### Sequential cells colored by netlist name

Bar = 50 µm. Other sequential cells in the stronger gray, the rest of the logic in the fainter gray.
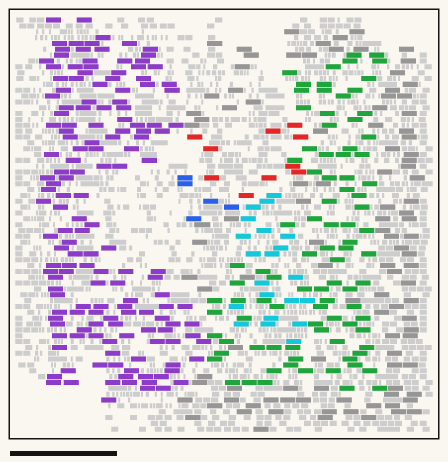
### PDN straps and rails

Bar = 50 µm. Pins as bars on the die edge. Tap cells in gray.
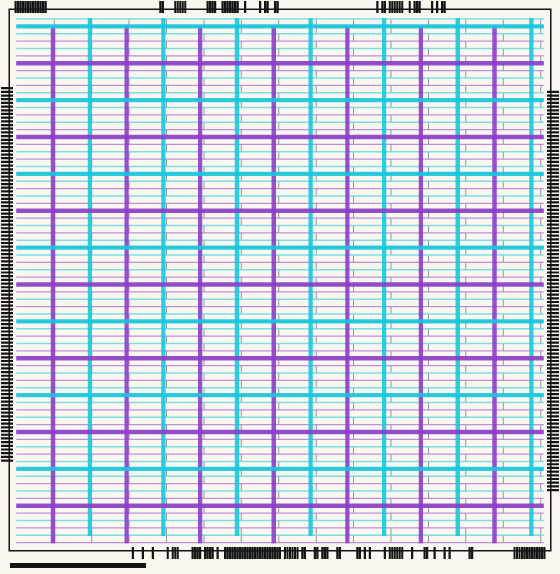
### src/rtl/kmeans_pkg.sv
// Shared constants and types for the k-means point datapath.
// Points are packed as COORD_NUM coordinates of CORD_W bits each, with
// coordinate k at bits [(k+1)*CORD_W-1 : k*CORD_W]. Per-cluster accumulated
// sums use ACCUM_CORD_W bits per coordinate with the same packing order.
package kmeans_pkg;

  localparam int COORD_NUM    = 7;
  localparam int CORD_W       = 13;
  localparam int ACCUM_CORD_W = 22;
  localparam int COUNT_W      = 10;
  localparam int DATA_W       = COORD_NUM * CORD_W;
  localparam int ACCUM_W      = COORD_NUM * ACCUM_CORD_W;
  localparam int CORD_MAX     = 8191;

  typedef enum logic [1:0] {
    IDLE,
    DIV,
    DONE
  } cdiv_state_t;

  typedef logic [CORD_W-1:0]       cord_t;
  typedef logic [ACCUM_CORD_W-1:0] accum_cord_t;

endpackage

### src/rtl/centroid_divider_div_step.sv
// One restoring-division step (combinational).
// Shifts the next dividend bit into the partial remainder and subtracts the
// divisor when it fits.
// Ports:
//   rem_in   - partial remainder from the previous step (always < divisor)
//   din      - next dividend bit, MSB first
//   divisor  - unsigned member count (non-zero while dividing)
//   rem_out  - updated partial remainder
//   qbit     - quotient bit produced by this step
module div_step
  import kmeans_pkg::*;
(
  input  logic [COUNT_W-1:0] rem_in,
  input  logic               din,
  input  logic [COUNT_W-1:0] divisor,
  output logic [COUNT_W-1:0] rem_out,
  output logic               qbit
);

  logic [COUNT_W:0] trial;
  logic [COUNT_W:0] diff;

  always_comb begin
    trial = {rem_in, din};
    diff  = trial - {1'b0, divisor};
    qbit  = (trial >= {1'b0, divisor});
    // Either branch result is below the divisor, so the top bit is always 0.
    rem_out = qbit ? diff[COUNT_W-1:0] : trial[COUNT_W-1:0];
  end

endmodule

### src/rtl/centroid_divider.sv
// Centroid divider: rebuilds a packed centroid point from per-coordinate
// accumulated sums and a member count, new_coord = accum / count, using a
// sequential restoring divider (one quotient bit per cycle, one coordinate
// at a time). Quotients above CORD_MAX saturate to CORD_MAX. A zero count
// returns prev_centroid unchanged.
// Optional build macro: CENTROID_DIV_ROUND_EN selects round-to-nearest
// (q+1 when 2*rem >= count, saturation after rounding); undefined gives floor.
// Ports:
//   clk           - clock, rising edge
//   rst           - synchronous active-high reset
//   start         - request pulse, sampled only in IDLE
//   accum_in      - packed coordinate sums (ACCUM_W)
//   count_in      - unsigned member count
//   prev_centroid - centroid returned when count_in == 0
//   busy          - high while dividing
//   done          - one-cycle pulse, centroid_out valid from this cycle
//   centroid_out  - packed result, held until the next done
module centroid_divider
  import kmeans_pkg::*;
(
  input  logic               clk,
  input  logic               rst,
  input  logic               start,
  input  logic [ACCUM_W-1:0] accum_in,
  input  logic [COUNT_W-1:0] count_in,
  input  logic [DATA_W-1:0]  prev_centroid,
  output logic               busy,
  output logic               done,
  output logic [DATA_W-1:0]  centroid_out
);

  localparam logic [4:0] BIT_TOP   = 5'(ACCUM_CORD_W - 1);
  localparam logic [2:0] COORD_TOP = 3'(COORD_NUM - 1);

  cdiv_state_t        state, state_next;
  logic [ACCUM_W-1:0] accum_r;
  logic [COUNT_W-1:0] count_r;
  logic [2:0]         coord_idx;
  logic [4:0]         bit_idx;
  logic [COUNT_W-1:0] rem_r;
  accum_cord_t        quot_r;
  logic [DATA_W-1:0]  slots_r;

  accum_cord_t          cur_sum;
  logic [COUNT_W-1:0]   step_rem;
  logic                 step_q;
  accum_cord_t          quot_next;
  logic [ACCUM_CORD_W:0] quot_ext;
  cord_t                slot_val;
  logic [DATA_W-1:0]    slots_next;
  logic                 coord_last_bit;

  function automatic cord_t sat_cord(input logic [ACCUM_CORD_W:0] q);
    if (q > (ACCUM_CORD_W+1)'(CORD_MAX))
      return cord_t'(CORD_MAX);
    else
      return q[CORD_W-1:0];
  endfunction

`ifdef CENTROID_DIV_ROUND_EN
  function automatic logic [ACCUM_CORD_W:0] round_q(input accum_cord_t q,
                                                    input logic [COUNT_W-1:0] r,
                                                    input logic [COUNT_W-1:0] d);
    if ({r, 1'b0} >= {1'b0, d})
      return {1'b0, q} + (ACCUM_CORD_W+1)'(1);
    else
      return {1'b0, q};
  endfunction
`endif

  assign cur_sum = accum_r[int'(coord_idx)*ACCUM_CORD_W +: ACCUM_CORD_W];

  div_step u_div_step (
    .rem_in  (rem_r),
    .din     (cur_sum[bit_idx]),
    .divisor (count_r),
    .rem_out (step_rem),
    .qbit    (step_q)
  );

  // Quotient bits enter MSB first, so the finished quotient appears after
  // the bit_idx == 0 step as the shifted word.
  always_comb begin
    quot_next      = {quot_r[ACCUM_CORD_W-2:0], step_q};
    coord_last_bit = (bit_idx == 5'd0);
`ifdef CENTROID_DIV_ROUND_EN
    quot_ext = round_q(quot_next, step_rem, count_r);
`else
    quot_ext = {1'b0, quot_next};
`endif
    slot_val   = sat_cord(quot_ext);
    slots_next = slots_r;
    slots_next[int'(coord_idx)*CORD_W +: CORD_W] = slot_val;
  end

  // FSM next state and outputs
  always_comb begin
    state_next = state;
    busy       = 1'b0;
    done       = 1'b0;
    case (state)
      IDLE: begin
        if (start)
          state_next = (count_in == '0) ? DONE : DIV;
      end
      DIV: begin
        busy = 1'b1;
        if (coord_last_bit && (coord_idx == COORD_TOP))
          state_next = DONE;
      end
      DONE: begin
        done       = 1'b1;
        state_next = IDLE;
      end
      default: state_next = IDLE;
    endcase
  end

  always_ff @(posedge clk) begin
    if (rst)
      state <= IDLE;
    else
      state <= state_next;
  end

  // Working registers and result. centroid_out is loaded on the edge that
  // enters DONE so it is already valid in the done cycle.
  always_ff @(posedge clk) begin
    if (rst) begin
      accum_r      <= '0;
      count_r      <= '0;
      coord_idx    <= '0;
      bit_idx      <= '0;
      rem_r        <= '0;
      quot_r       <= '0;
      slots_r      <= '0;
      centroid_out <= '0;
    end else begin
      case (state)
        IDLE: begin
          if (start) begin
            accum_r   <= accum_in;
            count_r   <= count_in;
            coord_idx <= '0;
            bit_idx   <= BIT_TOP;
            rem_r     <= '0;
            quot_r    <= '0;
            slots_r   <= '0;
            // Zero count: the previous centroid is the result; capture it
            // straight into the output register.
            if (count_in == '0)
              centroid_out <= prev_centroid;
          end
        end
        DIV: begin
          quot_r <= quot_next;
          if (coord_last_bit) begin
            slots_r   <= slots_next;
            rem_r     <= '0;
            bit_idx   <= BIT_TOP;
            coord_idx <= coord_idx + 3'd1;
            if (coord_idx == COORD_TOP)
              centroid_out <= slots_next;
          end else begin
            rem_r   <= step_rem;
            bit_idx <= bit_idx - 5'd1;
          end
        end
        default: ;
      endcase
    end
  end

endmodule

### config.mk
export PLATFORM = sky130hd
export DESIGN_NAME = centroid_divider
export DESIGN_NICKNAME = d
export VERILOG_FILES = /design/src/rtl/kmeans_pkg.sv /design/src/rtl/centroid_divider_div_step.sv /design/src/rtl/centroid_divider.sv
export SDC_FILE = /design/constraint.sdc
export NUM_CORES = 1
export LEC_CHECK = 0
export CORE_MARGIN = 2
export CORE_UTILIZATION = 45
export CTS_BUF_LIST = sky130_fd_sc_hd__clkbuf_16
export DETAILED_ROUTE_END_ITERATION = 10
export PLACE_DENSITY = 0.72
export SKIP_CTS_REPAIR_TIMING = 1
export SLEW_MARGIN = 20
export SYNTH_ARGS = -nofsm -noshare
export SYNTH_HDL_FRONTEND = slang
export SYNTH_HIERARCHICAL = 1
export SYNTH_SLANG_ARGS = --single-unit
### constraint.sdc
create_clock -name clk -period 7.2 [get_ports clk]
set_clock_uncertainty 0.15 [all_clocks]
set_input_delay 1.44 -clock clk [delete_from_list [all_inputs] [get_ports clk]]
set_output_delay 1.44 -clock clk [all_outputs]
set_load 0.05 [all_outputs]
==> GITHUB_STEP_SUMMARY <==
### Yosys + OpenROAD results

| Metric | Value |
|---|---|
| WHS Endpoint | `centroid_out[39]$_SDFFE_PP0P_` |
| Worst EP arrival | `5.59 ns` |
| Routing usage on met3 | `3.46%` |
| Max frequency | `187 MHz` |
| Critical path endpoint category | `register` |
| Syn_nets | `around 2400` |
| Worst setup endpoint | `centroid_out[0]$_SDFFE_PP0P_` |
| Grt ovf | `0` |
| Post-layout nets | `2598` |
| Xor+xnor area frac | `0.511%` |
| First-pass GRT wire length | `82400 µm` |
| Maximum Capacitance Violations | `0` |
| Router iterations before antenna repair | `6` |
| Sequential fraction of design power | `42.9%` |
| Clock power share | `41.8%` |
| Area after DPL | `0.0207 mm²` |
| Post-synth top area share | `45.2%` |
| WL final | `~53000 µm` |
| DP Cell Count | `between 2000 and 3000` |
| GR Util All Layers | `26.1%` |
| Cells in synth_stat.txt | `about 2100` |
| M2 GR Usage | `43.2%` |
| CTS tree | `built` |
| Beginning of the worst hold path | `centroid_out[39]$_SDFFE_PP0P_` |
| Filler Cells Inserted | `approximately 3300` |
| Yosys adder share | `1.28%` |
| TritonCTS Buffers | `41` |
| Beginning of the critical path | `coord_idx[1]$_SDFFE_PP0P_` |
| WL/cell | `18.6 µm` |
| DR DRC count | `0` |
| Most frequent cells in the layout | `515 x nand2_1, 385 x dfxtp_1, 349 x clkdlybuf4s50_1, 263 x a21oi_1, 157 x nor2_1` |
| Register bank with the most flops | `accum_r` |
| CP startpoint kind | `register` |
| Internal | `3.89 mW` |
| Main flop type | `dfxtp_1` |
| R2R Path End | `centroid_out[0]$_SDFFE_PP0P_` |
| Top cell excl fill/tap | `nand2_1` |
| Comb area share | `38.9%` |
| Combinational gates | `1504` |
| Clk_lat worst skew | `0.55 ns` |
| Mux area share | `8.25%` |
| Post-synth ARST share | `0%` |
| Reg2reg setup slack | `roughly 1.8 ns` |
| Status | `completed` |
| CP peak stage delay | `around 0.66 ns` |
| Via Count | `~16000` |
| IO buf count | `between 300 and 400` |
| Clock network power | `about 2.2 mW` |
| Top cells by instance count after synthesis | `516 x nand2_1, 387 x dfxtp_1, 263 x a21oi_1` |
| Well Taps | `511` |
| Leakage | `7.63 nW` |
| Pre-CTS setup slack | `1.92 ns` |
| Largest area class, layout | `multi-input combinational cells` |
| Number of flip-flops under the largest register name | `around 150` |
| Full die area | `between 0.03 and 0.04 mm²` |
| Final Slew Violations | `0` |
| # diodes | `1` |
| Io pins | `351` |
| Cell taking the most area after synthesis | `dfxtp_1` |
| Basic Gates by Area | `between 10% and 20%` |
| Top sig layer | `met5` |
| Dominant combinational family | `AND-OR/OR-AND gates` |
| Post-synth regs | `387` |
| Met2 wire len | `around 25000 µm` |
| Slew Limit Headroom | `27.0%` |
| Pwr/cell area | `roughly 240 mW/mm²` |
| Post-synth area hogs | `dfxtp_1 45%, nand2_1 11%, a21oi_1 7.7%` |
| Clock-cell share of area | `6.34%` |
| Worst path depth | `18` |
| Fin area | `0.0222 mm²` |
| Worst hold path type | `register to register` |
| Htree depth | `2` |
## Picture notes: 'Sequential cells colored by netlist name'
Key: quot_r = cyan [placed flops 21]; bit_idx = blue [placed flops 5, where center]; accum_r = purple [placed flops 154]; rem_r = red [placed flops 10]; slots_r = green [placed flops 91]
Another 106 sequential cells are not colored.
final core utilization: 59.0%
sequential cell area share: 35.0%
Register Area: 0.00775 mm²
sequential logic power: 2.26 mW

## Picture notes: 'PDN straps and rails'
Key: VDD = cyan; VSS = purple
511 tap cells. 14 straps on met5. 14 straps on met4. The core has 71 rows. 72 met1 rails follow the rows.
width of the die: 199 µm
Core Box Area: 0.0376 mm²
die height: 199 µm
maximum vdd ir drop: 0.155 mV

Power and IR drop assume default switching activity.
